$ cat config.mk
export PLATFORM = sky130hd
export DESIGN_NAME = if_stage
export DESIGN_NICKNAME = d
export VERILOG_FILES = /design/src/rtl/if_stage.sv
export SDC_FILE = /design/constraint.sdc
export NUM_CORES = 1
export LEC_CHECK = 0
export ABC_AREA = 1
export CAP_MARGIN = 25
export CORE_MARGIN = 1
export CORE_UTILIZATION = 52
export CTS_BUF_LIST = sky130_fd_sc_hd__clkbuf_8 sky130_fd_sc_hd__clkbuf_16
export CTS_CLUSTER_SIZE = 20
export DETAILED_ROUTE_END_ITERATION = 12
export GPL_ROUTABILITY_DRIVEN = 0
export PLACE_DENSITY = 0.92
export SLEW_MARGIN = 20
export SYNTH_ARGS = -nofsm -noshare
export SYNTH_HDL_FRONTEND = slang
export SYNTH_SLANG_ARGS = --single-unit
$ cat constraint.sdc
create_clock -name clk -period 2.6 [get_ports clk]
set_input_delay 0.52 -clock clk [delete_from_list [all_inputs] [get_ports clk]]
set_output_delay 0.52 -clock clk [all_outputs]
set_load 0.02 [all_outputs]
$ cat src/rtl/if_stage.sv
// Instruction fetch stage: PC register, imem req/ack port and IF/ID register.
// Handles branch/jump redirects, in-flight fetch kill and a one-entry stall skid.
module if_stage #(
    parameter int               WIDTH    = 32,
    parameter logic [WIDTH-1:0] RESET_PC = '0
) (
    input  logic             clk,
    input  logic             rst,
    input  logic             stall_fetch,
    input  logic             flush_decode,
    input  logic             pcsrc_decode,
    input  logic             jump_decode,
    input  logic [WIDTH-1:0] pc_branch,
    input  logic [WIDTH-1:0] pc_jump,
    output logic             imem_req,
    output logic [WIDTH-1:0] imem_addr,
    input  logic             imem_ack,
    input  logic [WIDTH-1:0] imem_rdata,
    output logic [WIDTH-1:0] instr_decode,
    output logic [WIDTH-1:0] pc_decode,
    output logic             valid_decode
);

    typedef enum logic [1:0] {
        IDLE,
        FETCH,
        KILL,
        HOLD
    } state_t;

    state_t           state;
    state_t           state_nxt;
    logic [WIDTH-1:0] pc;
    logic [WIDTH-1:0] pc_nxt;
    logic [WIDTH-1:0] redirect_pc;
    logic [WIDTH-1:0] redirect_nxt;
    logic [WIDTH-1:0] skid_instr;
    logic [WIDTH-1:0] skid_instr_nxt;
    logic [WIDTH-1:0] skid_pc4;
    logic [WIDTH-1:0] skid_pc4_nxt;
    logic [WIDTH-1:0] instr_nxt;
    logic [WIDTH-1:0] pcd_nxt;
    logic             valid_nxt;
    logic [WIDTH-1:0] pc_plus4;
    logic [WIDTH-1:0] target;
    logic             flush;

    // Decode already qualifies flush with the branch outcome; pcsrc is informational.
    logic unused_pcsrc;
    assign unused_pcsrc = pcsrc_decode;

    assign pc_plus4  = pc + WIDTH'(4);
    assign target    = jump_decode ? pc_jump : pc_branch;
    assign flush     = flush_decode & ~stall_fetch;
    assign imem_req  = (state == FETCH) || (state == KILL);
    assign imem_addr = pc;

    // Next-state, PC and IF/ID selection.
    always_comb begin
        state_nxt      = state;
        pc_nxt         = pc;
        redirect_nxt   = redirect_pc;
        skid_instr_nxt = skid_instr;
        skid_pc4_nxt   = skid_pc4;
        instr_nxt      = instr_decode;
        pcd_nxt        = pc_decode;
        valid_nxt      = valid_decode;
        if (!stall_fetch) begin
            instr_nxt = '0;
            pcd_nxt   = '0;
            valid_nxt = 1'b0;
        end
        unique case (state)
            IDLE: state_nxt = FETCH;
            FETCH: begin
                if (imem_ack) begin
                    if (stall_fetch) begin
                        skid_instr_nxt = imem_rdata;
                        skid_pc4_nxt   = pc_plus4;
                        pc_nxt         = pc_plus4;
                        state_nxt      = HOLD;
                    end else if (flush_decode) begin
                        pc_nxt = target;
                    end else begin
                        instr_nxt = imem_rdata;
                        pcd_nxt   = pc_plus4;
                        valid_nxt = 1'b1;
                        pc_nxt    = pc_plus4;
                    end
                end else if (flush) begin
                    redirect_nxt = target;
                    state_nxt    = KILL;
                end
            end
            KILL: begin
                if (imem_ack) begin
                    pc_nxt    = flush ? target : redirect_pc;
                    state_nxt = FETCH;
                end else if (flush) begin
                    redirect_nxt = target;
                end
            end
            HOLD: begin
                if (!stall_fetch) begin
                    state_nxt = FETCH;
                    if (flush_decode) begin
                        pc_nxt = target;
                    end else begin
                        instr_nxt = skid_instr;
                        pcd_nxt   = skid_pc4;
                        valid_nxt = 1'b1;
                    end
                end
            end
            default: state_nxt = IDLE;
        endcase
    end

    // State, PC, skid and IF/ID registers.
    always_ff @(posedge clk or negedge rst) begin
        if (!rst) begin
            state        <= IDLE;
            pc           <= RESET_PC;
            redirect_pc  <= '0;
            skid_instr   <= '0;
            skid_pc4     <= '0;
            instr_decode <= '0;
            pc_decode    <= '0;
            valid_decode <= 1'b0;
        end else begin
            state        <= state_nxt;
            pc           <= pc_nxt;
            redirect_pc  <= redirect_nxt;
            skid_instr   <= skid_instr_nxt;
            skid_pc4     <= skid_pc4_nxt;
            instr_decode <= instr_nxt;
            pc_decode    <= pcd_nxt;
            valid_decode <= valid_nxt;
        end
    end

endmodule

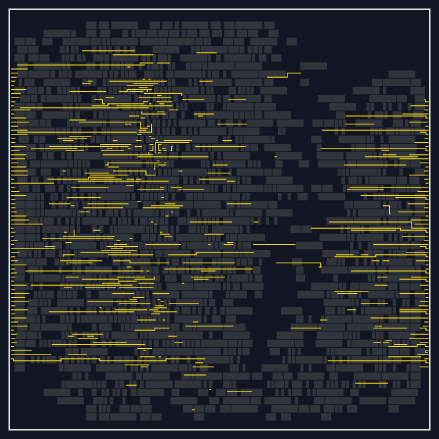
*M3 wires, run 1*
(3 px per um) Cells faint in the background.
nets with wire on the layer = 279
longest straight run = 42.8 um
main direction = horizontal
share of all routed wire = 9.6%
wire length on this layer = 2710 um

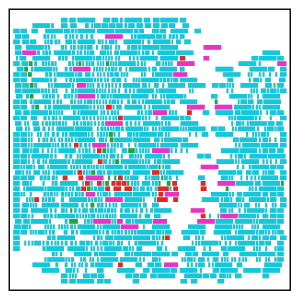
*Drive-strength map, run 1*
(2 px per um)
drive 2 -> green  # cells 30
drive 3 to 4 -> red  # cells 33
drive 1 or less -> cyan  # cells 1374
drive 6 and up -> magenta  # cells 30

==> results_slide.txt, run 1 <==
Flow Results at a Glance

Finish
  – Repair and plain buffers: between 200 and 250
  – Top class by area: registers
  – Combinational fraction of the cell area: approximately a third
  – Clock-cell share of area: 4.24%
  – Flop share of the area: 38.4%
  – Comb area: 4400 sq um

Yosys
  – Ys Warns: 0
  – Netlist cell types: 40
  – Comb area leader: simple AND/OR/NAND/NOR gates
  – Register share after synthesis: approximately 50%

Floorplan
  – Well Taps: 229
  – Total die area: approximately 20000 sq um

Critical path
  – Critical Path, Cell by Cell: inv_1 > ha_1 > clkdlybuf4s50_1
  – R2R Setup Slk: 0.43 ns
  – Worst path depth: 3
  – Crit path DRT: about 2.1 ns
  – Endpoint class of the critical path: primary output
  – Critical path origin: state[0]

Clock network
  – Post-CTS sizing: 0
  – H-Tree Depth: 4
  – TritonCTS buffer count: 17
  – Clock sinks: approximately 200

Detailed routing
  – Met3 WL: ~2700 um

Pwr
  – P_int: ~8.1 mW
  – Combinational cell power: about 6.6 mW

STA
  – Max Freq: 0.418 GHz
  – Slew @ Worst Pin: 0.603 ns
  – RSZ-0062 raised after global routing: false
  – Final setup TNS: 0 ns

Global route
  – Largest net degree at the start of global routing: 66
  – GR Util met1: 37.7%

Place
  – DPL Wire Length: 19900 um

Outcome
  – Status: finished, final reports clean
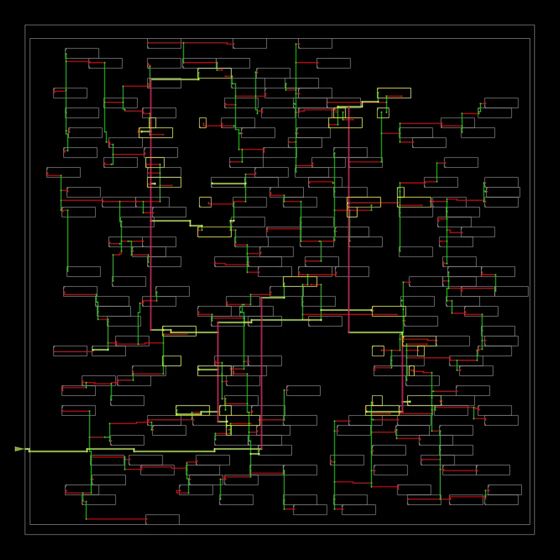
*Clock nets, run 1*
flop count: 195
Setup Skew: 0.0146 ns

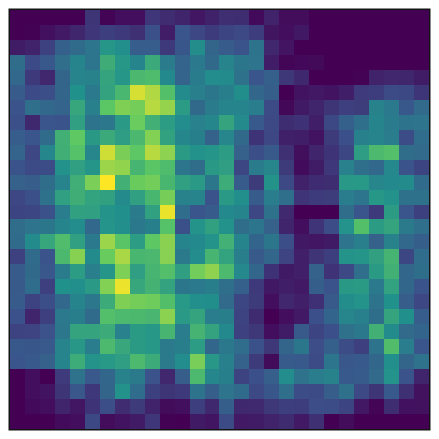
*Routed metal per tile, run 1*
(3 px per um) 28 x 28 tiles, from dark purple (low) to yellow (high), scaled to the fullest tile. Values are wire area over tile area, all layers added.
mean over tiles = 0.24
tiles over half the peak = 24%
fullest tile = 0.73
densest ninth of the die = left middle
nearly empty tiles = 8.4%
emptiest ninth of the die = top right

## Run 2: what changed since run 1
--- a/config.mk
+++ b/config.mk
@@ -15,4 +15,5 @@
 export GPL_ROUTABILITY_DRIVEN = 0
 export PLACE_DENSITY = 0.92
+export SKIP_CTS_REPAIR_TIMING = 1
 export SLEW_MARGIN = 20
 export SYNTH_ARGS = -nofsm -noshare
==> constraint.sdc (replaced) <==
create_clock -name clk -period 2.6 [get_ports clk]
set_input_delay 0.65 -clock clk [delete_from_list [all_inputs] [get_ports clk]]
set_output_delay 0.65 -clock clk [all_outputs]
set_load 0.02 [all_outputs]
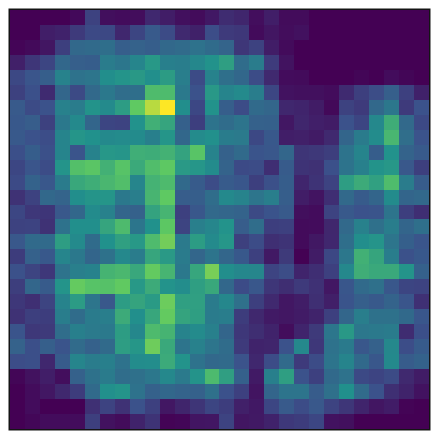
*Routed metal per tile, run 2*
(3 px per um) 28 x 28 tiles, from dark purple (low) to yellow (high), scaled to the fullest tile. Values are wire area over tile area, all layers added.
nearly empty tiles = 8.4%
fullest tile = 0.81
tiles over half the peak = 16%

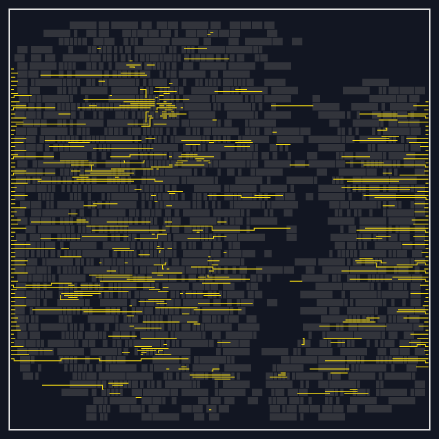
*M3 wires, run 2*
(3 px per um) Cells faint in the background.
share of all routed wire = 9.4%
nets with wire on the layer = 290
main direction = horizontal

==> run 2 against run 1 <==
- via count down 0.25%
- synthesized cell count unchanged
- power grew 2.2%
- critical path depth did not move
- synthesized area is the same
- clock skew shrank 0.0039 ns
- die area stayed put
- critical path type unchanged
- largest power group unchanged
- wire length shrank 0.12%
- clock power grew 12%
- count of clock-buffer cells in the layout grew 2
- global-route usage is 0.26 points higher
==> results_slide.txt, run 2 <==
Flow Results at a Glance

Yosys
  – Register share after synthesis: 49.5% (unchanged)
  – Netlist cell types: 40 (unchanged)
  – Ys Warns: 0 (unchanged)
  – Comb area leader: simple AND/OR/NAND/NOR gates

Finish
  – Top class by area: registers
  – Repair and plain buffers: 234 (+2.2%)
  – Combinational fraction of the cell area: 34.4% (-0.22 points)
  – Flop share of the area: 38.2% (-0.25 points)
  – Flop count: 195 (unchanged)
  – Clock-cell share of area: 4.77% (+0.52 points)

Pwr
  – Combinational cell power: 6.60 mW (about the same)
  – P_int: 8.41 mW (+4.3%)

Clock network
  – H-Tree Depth: 4 (unchanged)
  – TritonCTS buffer count: 17 (unchanged)

Place
  – DPL Wire Length: 19600 um (-1.3%)

STA
  – Max Freq: 0.397 GHz (-5.2%)
  – Final setup TNS: 0 ns (unchanged)
  – RSZ-0062 raised after global routing: false
  – Slew @ Worst Pin: 0.718 ns (+0.115 ns)

Critical path
  – R2R Setup Slk: 0.35 ns (-0.08 ns)
  – Endpoint class of the critical path: primary output
  – Critical path origin: state[1]
  – Critical Path, Cell by Cell: inv_1 > ha_1 > clkdlybuf4s50_1
  – Worst path depth: 3 (unchanged)
  – Crit path DRT: 1.95 ns (-0.13 ns)

Global route
  – Largest net degree at the start of global routing: 62 (-6.1%)

Detailed routing
  – Met3 WL: 2640 um (-2.5%)

Outcome
  – Status: finished, final reports clean
Power figures rest on the tool's default switching activity, not on a simulated workload.
